<file path="src/rtl/rx_bit_sampler.sv">
// Purpose: UART RX oversampling front end; counts edges per bit and bits per frame,
//          majority-votes three mid-bit samples of rx_in.
// Latency: sampled_bit/sample_valid update 3 clk after the first sample edge (valid during edge mid+2).
// Backpressure: none; sample_valid is a one-cycle strobe that downstream stages must take when it is presented.
//
// Ports:
//   clk          oversampling clock (prescale x baud)
//   rst          asynchronous active-low reset
//   enable       frame in progress; low synchronously clears the counters
//   rx_in        serial line, already synchronized to clk
//   prescale     oversampling ratio (8, 16 or 32 sample correctly)
//   sampled_bit  registered majority-vote value of the current bit
//   sample_valid one-cycle strobe, sampled_bit updated for the current bit
//   edge_cnt     oversampling edge index within the current bit
//   bit_cnt      bit period index within the frame (0 = start bit)
//   bit_done     high in the last edge cycle of a bit period
module rx_bit_sampler #(
    parameter int PRESCALE_W = 6,
    parameter int BIT_CNT_W  = 4
) (
    input  logic                  clk,
    input  logic                  rst,
    input  logic                  enable,
    input  logic                  rx_in,
    input  logic [PRESCALE_W-1:0] prescale,
    output logic                  sampled_bit,
    output logic                  sample_valid,
    output logic [PRESCALE_W-1:0] edge_cnt,
    output logic [BIT_CNT_W-1:0]  bit_cnt,
    output logic                  bit_done
);

    logic [PRESCALE_W-1:0] last_edge;
    logic [PRESCALE_W-1:0] mid;
    logic [PRESCALE_W-1:0] mid_m1;
    logic [PRESCALE_W-1:0] mid_p1;
    logic                  wrap;
    logic                  vote;
    logic                  s0;
    logic                  s1;
    // Set once the current bit has produced its strobe. Guards against a second
    // strobe in the same bit if prescale changes mid-bit and moves the mid point.
    logic                  taken;

    assign last_edge = prescale - PRESCALE_W'(1);
    assign mid       = prescale >> 1;
    assign mid_m1    = mid - PRESCALE_W'(1);
    assign mid_p1    = mid + PRESCALE_W'(1);

    // >= rather than == so that shrinking prescale mid-bit still wraps.
    assign wrap      = (edge_cnt >= last_edge);
    assign vote      = (s0 & s1) | (s0 & rx_in) | (s1 & rx_in);
    assign bit_done  = enable && (edge_cnt == last_edge);

    always_ff @(posedge clk or negedge rst) begin
        if (!rst) begin
            edge_cnt     <= '0;
            bit_cnt      <= '0;
            s0           <= 1'b1;
            s1           <= 1'b1;
            sampled_bit  <= 1'b1;
            sample_valid <= 1'b0;
            taken        <= 1'b0;
        end else if (!enable) begin
            // sampled_bit and s0/s1 hold; s0/s1 are rewritten before the next vote.
            edge_cnt     <= '0;
            bit_cnt      <= '0;
            sample_valid <= 1'b0;
            taken        <= 1'b0;
        end else begin
            sample_valid <= 1'b0;

            if (edge_cnt == mid_m1) begin
                s0 <= rx_in;
            end
            if (edge_cnt == mid) begin
                s1 <= rx_in;
            end
            if ((edge_cnt == mid_p1) && !taken) begin
                sampled_bit  <= vote;
                sample_valid <= 1'b1;
                taken        <= 1'b1;
            end

            // Placed after the sample logic so a wrap always re-arms the next bit.
            if (wrap) begin
                edge_cnt <= '0;
                bit_cnt  <= bit_cnt + BIT_CNT_W'(1);
                taken    <= 1'b0;
            end else begin
                edge_cnt <= edge_cnt + PRESCALE_W'(1);
            end
        end
    end

endmodule

</file>
<file path="config.mk">
export PLATFORM = sky130hd
export DESIGN_NAME = rx_bit_sampler
export DESIGN_NICKNAME = d
export VERILOG_FILES = /design/src/rtl/rx_bit_sampler.sv
export SDC_FILE = /design/constraint.sdc
export NUM_CORES = 1
export LEC_CHECK = 0
export CAP_MARGIN = 25
export CELL_PAD_IN_SITES_DETAIL_PLACEMENT = 1
export CELL_PAD_IN_SITES_GLOBAL_PLACEMENT = 2
export CORE_ASPECT_RATIO = 0.75
export CORE_MARGIN = 1.5
export CORE_UTILIZATION = 34
export DETAILED_ROUTE_END_ITERATION = 16
export PLACE_DENSITY = 0.83
export SYNTH_ARGS = -nofsm -noshare
export SYNTH_HDL_FRONTEND = slang
export SYNTH_SLANG_ARGS = --single-unit
</file>
<file path="constraint.sdc">
create_clock -name clk -period 3.22 [get_ports clk]
set_clock_uncertainty 0.2 [all_clocks]
set_input_delay 0.322 -clock clk [delete_from_list [all_inputs] [get_ports clk]]
set_output_delay 0.322 -clock clk [all_outputs]
set_load 0.05 [all_outputs]
</file>
### Ports around the boundary

Drawn at 4 px/um. Pins as bars across the die edge, other pins in grey.
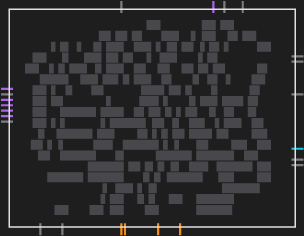
Purple stands for edge_cnt, pins 6, direction output, edge 5 west, 1 north. Cyan stands for rx_in, pins 1, direction input, edge east. Orange stands for bit_cnt, pins 4, direction output, edge south.
All pins by edge: 7 west, 6 south, 6 east, 4 north.
Buffers on Ports: 22
Die Ht: 54.1 um
die width: 71.1 um

### Track usage over the die

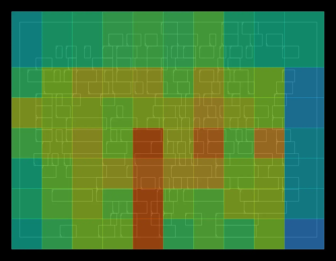
Core Util, Final: 46.4%
routing usage on met1: 24.4%
drt wl/cell: 15.0 um
global routing usage on met3: 4.49%
Tot GR Track Use: 17.3%

==> changes_impl.md <==
## Flow update

* Status: complete, no violations
* Crit-path max cell delay at 0.43 ns
* Max-cap violations at 0
* Ys cells at 124
* Vias in the first global route at a little over 1000
* First-pass GRT wire length at ~5000 um
* # rows at 18
* Synth mux share at roughly 3.7%
* R2r startpoint: edge_cnt[2]
* Dominant register cell: dfrtp_1
* Asr flop ratio synth at 100%
* Critical-path top delay cell: clkdlybuf4s50_1
* WP buf/inv at 3
* Ant. Diodes at 0
* Critical path class: in2out
* Worst Hold Slack at 0.279 ns
* Total Power at between 0.5 and 0.6 mW
* Hold buffer count at cts at 0
* Crit path DAT at about 2.5 ns
* Total gr overflow at 0
* Area leader share at roughly a quarter
* CP endpoint kind: output pin
* Layout net count at 175
* Synth Cell Area at approximately 1200 um2
* Unrepaired setup endpoints after global routing: no
* Flops after synth at 15
* Drt drc at 0
* Adder Share, Synth at 13.5%
* Final Critical Period at 3.03 ns
* IO Pins at 23
* Initial DRC count at 24
* Pin count of the biggest net entering global routing at 16
* Root Buffer: clkbuf_8
* CTS tree: done
* Setup Buffers After CTS at 0
* Final tally of hold violations at 0
* Worst reg-to-reg path cell count at 5
* Initial Util at between 30% and 40%
* R2r endpoint: bit_cnt[3]
* Fraction of layout cells with a size suffix above 1 at between 10% and 20%
* Critical path depth at 10
* Clock buffer depth at 2
* Post-DP HPWL at between 2000 and 2500 um
* Log Warnings at 28
* # resized after CTS at 0
* Clock transition at path regs at approximately 0.050 ns
==> final cells by class <==
type | count | area [um2]
inverter | 6 | 22.5
timing repair buffer | 29 | 283
multi-input combinational | 98 | 757
sequential | 15 | 379
tap | 40 | 50.0
clock buffer | 4 | 45.0
fill | 380 | 1770
==> layout by cell type, fill, tap and decap left out, types with 2 or more instances in the layout <==
cell type | netlist | final
xor2_1 | 10 | 10
ha_1 | 12 | 12
inv_1 | 6 | 6
xnor2_2 | 2 | 2
nand2_1 | 6 | 6
mux2_2 | 2 | 2
or3_1 | 2 | 2
nor3b_1 | 3 | 3
o21ai_0 | 2 | 2
dfstp_2 | 3 | 3
clkdlybuf4s50_1 | 0 | 21
xnor2_1 | 10 | 10
clkbuf_8 | 0 | 3
nor2_1 | 13 | 13
nand3b_1 | 2 | 2
dfrtp_1 | 12 | 12
buf_4 | 0 | 7
a21oi_1 | 5 | 5
nand3_1 | 11 | 11
==> per-stage QoR <==
step	area (um2)	TNS (ns)	worst slack [ns]	util, %	std cells
after global routing	1540	0	0.0277	46.4	192
after CTS	1540	0	0.199	46.4	192
final	1540	0	0.193	46.4	192
after floorplan	1180	0	0.326	-	124
after global placement	1490	0	0.151	45.0	188
after detailed placement	1490	-0.0543	-0.0279	45.0	188
==> power by group <==
group	total (mW)	internal, mW	leakage (nW)	switching, mW
registers	0.240	0.219	0.196	0.0212
clock network	0.146	0.0875	0.0228	0.0582
logic	0.187	0.0839	0.436	0.103
==> registers in the layout (all words and copies together), names as in the netlist <==
register	cells
bit_cnt	4
edge_cnt	6
s0	1
s1	1
sample_valid	1
sampled_bit	1
taken	1
==> layer usage <==
metal	global-route usage (%)	share of wire, %	up-vias
li1	-	-	488
met1	24.4	52	458
met2	26.0	42	18
met3	4.49	3.9	5
met4	5.66	1.4	0
met5	0	0	-
Power is estimated from default activity; no workload was simulated.
